**PDN straps and rails**

Pins as bars on the die edge.
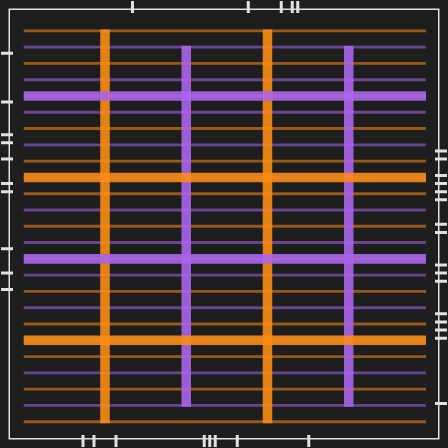
**Clock routing**

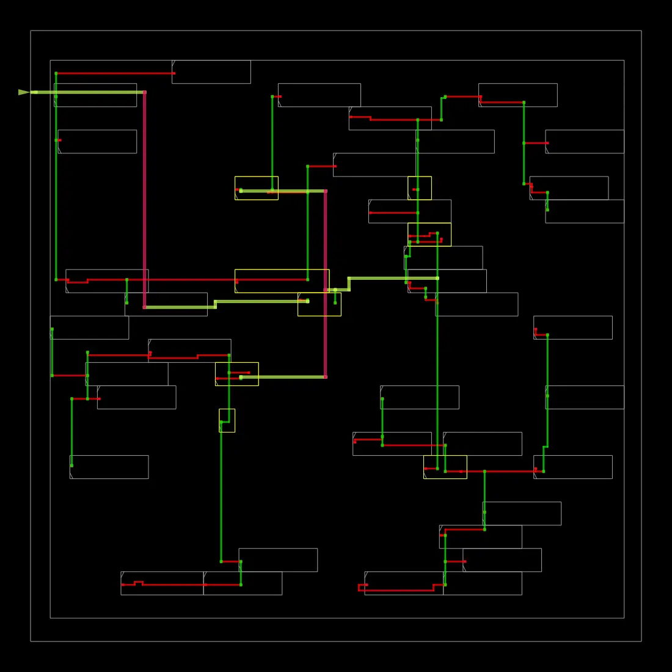
--- config.mk ---
export PLATFORM = sky130hd
export DESIGN_NAME = vga_raster_timing_flat
export DESIGN_NICKNAME = d
export VERILOG_FILES = /design/src/rtl/vga_raster_timing_if.sv /design/src/rtl/vga_raster_timing.sv /design/src/flat_wrapper.sv
export SDC_FILE = /design/constraint.sdc
export NUM_CORES = 1
export LEC_CHECK = 0
export CAP_MARGIN = 15
export CORE_MARGIN = 2
export CORE_UTILIZATION = 56
export CTS_BUF_LIST = sky130_fd_sc_hd__clkbuf_4 sky130_fd_sc_hd__clkbuf_8
export CTS_CLUSTER_DIAMETER = 150
export CTS_CLUSTER_SIZE = 20
export DETAILED_ROUTE_END_ITERATION = 7
export PLACE_DENSITY = 0.82
export SLEW_MARGIN = 15
export SYNTH_ARGS = -nofsm -noshare
export SYNTH_HDL_FRONTEND = slang
export SYNTH_SLANG_ARGS = --single-unit
--- constraint.sdc ---
create_clock -name clk -period 3.1 [get_ports clk]
set_input_delay 0.62 -clock clk [delete_from_list [all_inputs] [get_ports clk]]
set_output_delay 0.62 -clock clk [all_outputs]
set_load 0.01 [all_outputs]
--- src/rtl/vga_raster_timing_if.sv ---
// Raster timing bundle between the timing generator
// and the pixel-shading stage.
interface vga_raster_timing_if;
  logic        ce;
  logic [9:0]  hpos;
  logic [9:0]  vpos;
  logic        display_on;
  logic        hsync;
  logic        vsync;
  logic        line_start;
  logic        frame_start;
  logic [10:0] frame_count;

  modport master (
    input  ce,
    output hpos,
    output vpos,
    output display_on,
    output hsync,
    output vsync,
    output line_start,
    output frame_start,
    output frame_count
  );

  modport slave (
    output ce,
    input  hpos,
    input  vpos,
    input  display_on,
    input  hsync,
    input  vsync,
    input  line_start,
    input  frame_start,
    input  frame_count
  );
endinterface

--- src/rtl/vga_raster_timing.sv ---
// VGA raster timing generator: counters, blanking, syncs,
// strobes and frame counter, all co-registered.
module vga_raster_timing #(
  parameter int H_DISPLAY       = 640,
  parameter int H_FRONT         = 16,
  parameter int H_SYNC          = 96,
  parameter int H_BACK          = 48,
  parameter int V_DISPLAY       = 480,
  parameter int V_FRONT         = 10,
  parameter int V_SYNC          = 2,
  parameter int V_BACK          = 33,
  parameter int SYNC_ACTIVE_LOW = 1
) (
  input logic clk,
  input logic rst_n,
  vga_raster_timing_if.master vga
);

  localparam int H_TOTAL =
    H_DISPLAY + H_FRONT + H_SYNC + H_BACK;
  localparam int V_TOTAL =
    V_DISPLAY + V_FRONT + V_SYNC + V_BACK;

  localparam logic [9:0] H_LAST = 10'(H_TOTAL - 1);
  localparam logic [9:0] V_LAST = 10'(V_TOTAL - 1);

  localparam int HS_BEG = H_DISPLAY + H_FRONT;
  localparam int HS_END = HS_BEG + H_SYNC;
  localparam int VS_BEG = V_DISPLAY + V_FRONT;
  localparam int VS_END = VS_BEG + V_SYNC;

  // Pin level when no pulse is being driven.
  localparam logic SYNC_IDLE = (SYNC_ACTIVE_LOW != 0);

  logic [9:0]  hpos_q;
  logic [9:0]  vpos_q;
  logic        disp_q;
  logic        hsync_q;
  logic        vsync_q;
  logic        ls_q;
  logic        fs_q;
  logic [10:0] fc_q;

  logic [9:0]  h_nxt;
  logic [9:0]  v_nxt;
  logic        h_wrap;
  logic        disp_nxt;
  logic        hs_act;
  logic        vs_act;
  logic        at_h0;
  logic        fc_inc;

  // Next raster position and the decodes that describe it,
  // so the registered outputs line up with the counters.
  always_comb begin
    h_wrap   = (hpos_q == H_LAST);
    h_nxt    = hpos_q + 10'd1;
    v_nxt    = vpos_q;
    if (h_wrap) begin
      h_nxt = '0;
      v_nxt = (vpos_q == V_LAST) ? '0 : vpos_q + 10'd1;
    end
    disp_nxt = (int'(h_nxt) < H_DISPLAY) &&
               (int'(v_nxt) < V_DISPLAY);
    hs_act   = (int'(h_nxt) >= HS_BEG) &&
               (int'(h_nxt) < HS_END);
    vs_act   = (int'(v_nxt) >= VS_BEG) &&
               (int'(v_nxt) < VS_END);
    at_h0    = (h_nxt == '0);
    fc_inc   = at_h0 && (int'(v_nxt) == VS_BEG);
  end

  // State register; a stalled cycle holds everything and
  // only drops the strobes, so pending events are deferred.
  always_ff @(posedge clk or negedge rst_n) begin
    if (!rst_n) begin
      hpos_q  <= H_LAST;
      vpos_q  <= V_LAST;
      disp_q  <= 1'b0;
      hsync_q <= SYNC_IDLE;
      vsync_q <= SYNC_IDLE;
      ls_q    <= 1'b0;
      fs_q    <= 1'b0;
      fc_q    <= '0;
    end else if (vga.ce) begin
      hpos_q  <= h_nxt;
      vpos_q  <= v_nxt;
      disp_q  <= disp_nxt;
      hsync_q <= hs_act ? ~SYNC_IDLE : SYNC_IDLE;
      vsync_q <= vs_act ? ~SYNC_IDLE : SYNC_IDLE;
      ls_q    <= at_h0;
      fs_q    <= at_h0 && (v_nxt == '0);
      if (fc_inc) begin
        fc_q <= fc_q + 11'd1;
      end
    end else begin
      ls_q <= 1'b0;
      fs_q <= 1'b0;
    end
  end

  assign vga.hpos        = hpos_q;
  assign vga.vpos        = vpos_q;
  assign vga.display_on  = disp_q;
  assign vga.hsync       = hsync_q;
  assign vga.vsync       = vsync_q;
  assign vga.line_start  = ls_q;
  assign vga.frame_start = fs_q;
  assign vga.frame_count = fc_q;

endmodule

--- src/flat_wrapper.sv ---
// flat-port wrapper written by rule: the top's interface ports become plain ports
module vga_raster_timing_flat 
#(
  parameter int H_DISPLAY       = 640,
  parameter int H_FRONT         = 16,
  parameter int H_SYNC          = 96,
  parameter int H_BACK          = 48,
  parameter int V_DISPLAY       = 480,
  parameter int V_FRONT         = 10,
  parameter int V_SYNC          = 2,
  parameter int V_BACK          = 33,
  parameter int SYNC_ACTIVE_LOW = 1
)
  (clk, rst_n, vga_ce, vga_hpos, vga_vpos, vga_display_on, vga_hsync, vga_vsync, vga_line_start, vga_frame_start, vga_frame_count);
  vga_raster_timing_if vga_i ();
  input logic clk;
  input logic rst_n;
  input wire logic [$bits(vga_i.ce)-1:0] vga_ce;
  output wire logic [$bits(vga_i.hpos)-1:0] vga_hpos;
  output wire logic [$bits(vga_i.vpos)-1:0] vga_vpos;
  output wire logic [$bits(vga_i.display_on)-1:0] vga_display_on;
  output wire logic [$bits(vga_i.hsync)-1:0] vga_hsync;
  output wire logic [$bits(vga_i.vsync)-1:0] vga_vsync;
  output wire logic [$bits(vga_i.line_start)-1:0] vga_line_start;
  output wire logic [$bits(vga_i.frame_start)-1:0] vga_frame_start;
  output wire logic [$bits(vga_i.frame_count)-1:0] vga_frame_count;
  assign vga_i.ce = vga_ce;
  assign vga_hpos = vga_i.hpos;
  assign vga_vpos = vga_i.vpos;
  assign vga_display_on = vga_i.display_on;
  assign vga_hsync = vga_i.hsync;
  assign vga_vsync = vga_i.vsync;
  assign vga_line_start = vga_i.line_start;
  assign vga_frame_start = vga_i.frame_start;
  assign vga_frame_count = vga_i.frame_count;
  vga_raster_timing #(.H_DISPLAY(H_DISPLAY), .H_FRONT(H_FRONT), .H_SYNC(H_SYNC), .H_BACK(H_BACK), .V_DISPLAY(V_DISPLAY), .V_FRONT(V_FRONT), .V_SYNC(V_SYNC), .V_BACK(V_BACK), .SYNC_ACTIVE_LOW(SYNC_ACTIVE_LOW)) u_core (.clk(clk), .rst_n(rst_n), .vga(vga_i));
endmodule
==> out/summary.txt <==
routed wire length -> 5.85 mm
placed cells -> 349
Most used DFF post-synth -> dfrtp_1
syn_nets -> 276
outcome -> finished, final reports clean
via/cell ratio -> 6.27
setup_tns -> 0 ps
Cell Rows -> 24
worst setup path endpoint -> u_core.vga.frame_count[6]$_DFFE_PN0P_
Post-synth top cells -> dfrtp_1 (24), nand2_1 (22), nand3_1 (18), nor2_1 (18), o21ai_0 (17)
GRT Residual Overflow -> 0
hold buffers post-CTS -> 0
hold_sp -> u_core.vga.frame_count[10]$_DFFE_PN0P_
Iteration-0 DRC Markers -> 82
fin crit period -> 2930 ps
Total Nets Final -> 312
Area Overhead vs Synth -> 20.6%
P per Cell Area -> 444 nW/um^2
Reg area -> 916 sq um
Setup Viol. Count Final -> 0
n_taps -> 52
Simple-Gate Area Share -> 28.2%
top post-synthesis cells by area -> dfrtp_1 (24%), dfstp_2 (12%), nor4_2 (4.9%), xnor2_1 (3.8%), nand3_1 (3.5%)
Ys Warns -> 0
Top power group -> registers
GRT Total Usage -> 24.8%
Multi-In Gates -> 206
worst min-delay path class -> reg -> reg
Final HPWL DP -> 4.13 mm
Hold Crit Depth -> 1
Sw Share -> 31.2%
Commonest Layout Cell -> clkdlybuf4s50_1
Setup crit start -> u_core.vga.hpos[0]$_DFFE_PN1P_
Post-Syn Instances -> 268
total number of vias -> 2239
MUX area fraction -> 2.50%
CTS max path bufs -> 2
Post-CTS Resized -> 0
Slew HR -> 55.1%
final hold slack -> 464 ps
largest net degree at the start of global routing -> 37
Worst path depth -> 8
Top class by area -> combinational gates
worst-margin pin slew -> 674 ps
Reg2Reg Depth -> 8
Placed Area -> 2960 sq um
Reg clk slew, reported paths -> 70 ps
pre-CTS setup slack -> 241 ps
clock skew -> 4.10 ps
Final Max Slew Viols -> 0
I/O Buffers -> 38
Die Y -> 71.5 microns
dominant logic cell types in the final layout -> clkdlybuf4s50_1 (38), dfrtp_1 (24), nand2_1 (22), nand3_1 (18), nor2_1 (18)
Post-CTS Setup Inserts -> 0
CTS root buffer -> clkbuf_8
Ant. Diodes -> 0
Hold Path Sink -> u_core.vga.frame_count[10]$_DFFE_PN0P_
Reg power frac -> 44.8%
final core occ -> 70.1%
Filler cells -> 357
Non-clock buffers -> 49
total of max-cap violations -> 0
Die X -> 71.5 microns
P_seq -> 0.000612 W
largest area contributor in the netlist -> dfrtp_1
Worst Path Required -> 3260 ps
Largest register FFs -> 11
post-synthesis cell type count -> 66
CP peak stage delay -> 600 ps
delay-heaviest family, CP -> simple AND/OR/NAND/NOR gates
initial antenna violation count -> 0
Initial DRT Pass Iterations -> 4
combinational share of cell area -> 48.7%
RSZ-0062 raised after global routing -> false
Yosys chip area -> 2550 sq um
comb. cell area -> 1500 sq um
die area -> 5110 sq um
ANT nets after route -> 0
Routability Congestion -> 0.864
area share, top type -> 23.6%
most frequent cell after synthesis -> dfrtp_1
fin cells -> 357
Worst R2R End -> u_core.vga.frame_count[6]$_DFFE_PN0P_
AND-OR/OR-AND Cells, Area Fraction -> 18.4%
CP Capture Type -> register
crit path DAT -> 3090 ps
Psw -> 0.000426 W
fin worst setup slack -> 172 ps
mean area per synthesized cell -> 9.51 sq um
fraction of cell area in non-clock buffers -> 15.1%
core area -> 4380 sq um
worst path bufs/invs -> 1
Seq share, synth -> 35.9%
Setup crit start kind -> register
crit path max fanout -> 11
Post-synth EDFFs -> 0
Clk pwr share -> 30.6%
final instance area -> 3070 sq um
Top Ports -> 39
Fin. Hold Viols -> 0
CP Class -> reg -> reg
VDD IR max -> 0.000366 V
Floorplan Utilization -> 58.2%
H-tree depth -> 2
Reg2Reg Setup Slack -> 170 ps
f_max -> 0.342 GHz
reg-to-reg startpoint -> u_core.vga.hpos[0]$_DFFE_PN1P_
Non-CTS inverters -> 6
Layout clock area frac -> 3.62%
Post-route DRC -> 0
Async SR Flop Fraction -> 100%
total combinational power -> 0.000336 W
comb area leader -> simple AND/OR/NAND/NOR gates
Latency at later pin -> 290 ps
WL/cell -> 16.4 microns
Leakage -> 1.23 nW
post-layout period usage -> 94.5%
adder share -> 2.45%
Synth Cell Area -> 2550 sq um
crit-path cells -> ha_1 > nand4_4 > or3_4 > or4_1 > o211ai_2 > buf_4 > nor4_2 > xor2_1
Power, Total -> 0.00137 W
internal cell power -> 0.000941 W
tool warning count -> 28
About 'PDN straps and rails':
VDD -> purple
VSS -> orange
met5 straps = 4
signal pins = 39
rows = 24
met1 rails = 25
met4 straps = 4

About 'clock routing':
flop count: 36
clk pwr: 0.000418 W
clkbuf count: 6
CTS Buf Count: 5

[layer usage]
| metal | up-vias | part of all wire [%] | track usage (%) | wire length, microns |
|---|---|---|---|---|
| met4 | 0 | 1.1 | 7.34 | 66 |
| li1 | 1064 | - | - | - |
| met3 | 7 | 5.6 | 4.92 | 329 |
| met2 | 71 | 49 | 40.5 | 2850 |
| met1 | 1097 | 44 | 33.5 | 2600 |
| met5 | - | 0 | 0 | 0 |
[kinds of logic after synthesis]
kind of cell	Yosys count
simple gates	112
flops	36
compound gates	62
fa+ha+maj	5
buf+inv	26
xor+xnor	21
mux	6
[worst register-to-register path: stages (launching register included)]
cell and delay (ps):
dfstp_2 600, ha_1 380, nand4_4 180, or3_4 470
or4_1 570, o211ai_2 120, buf_4 250, nor4_2 80
xor2_1 160
Power and IR drop assume default switching activity.
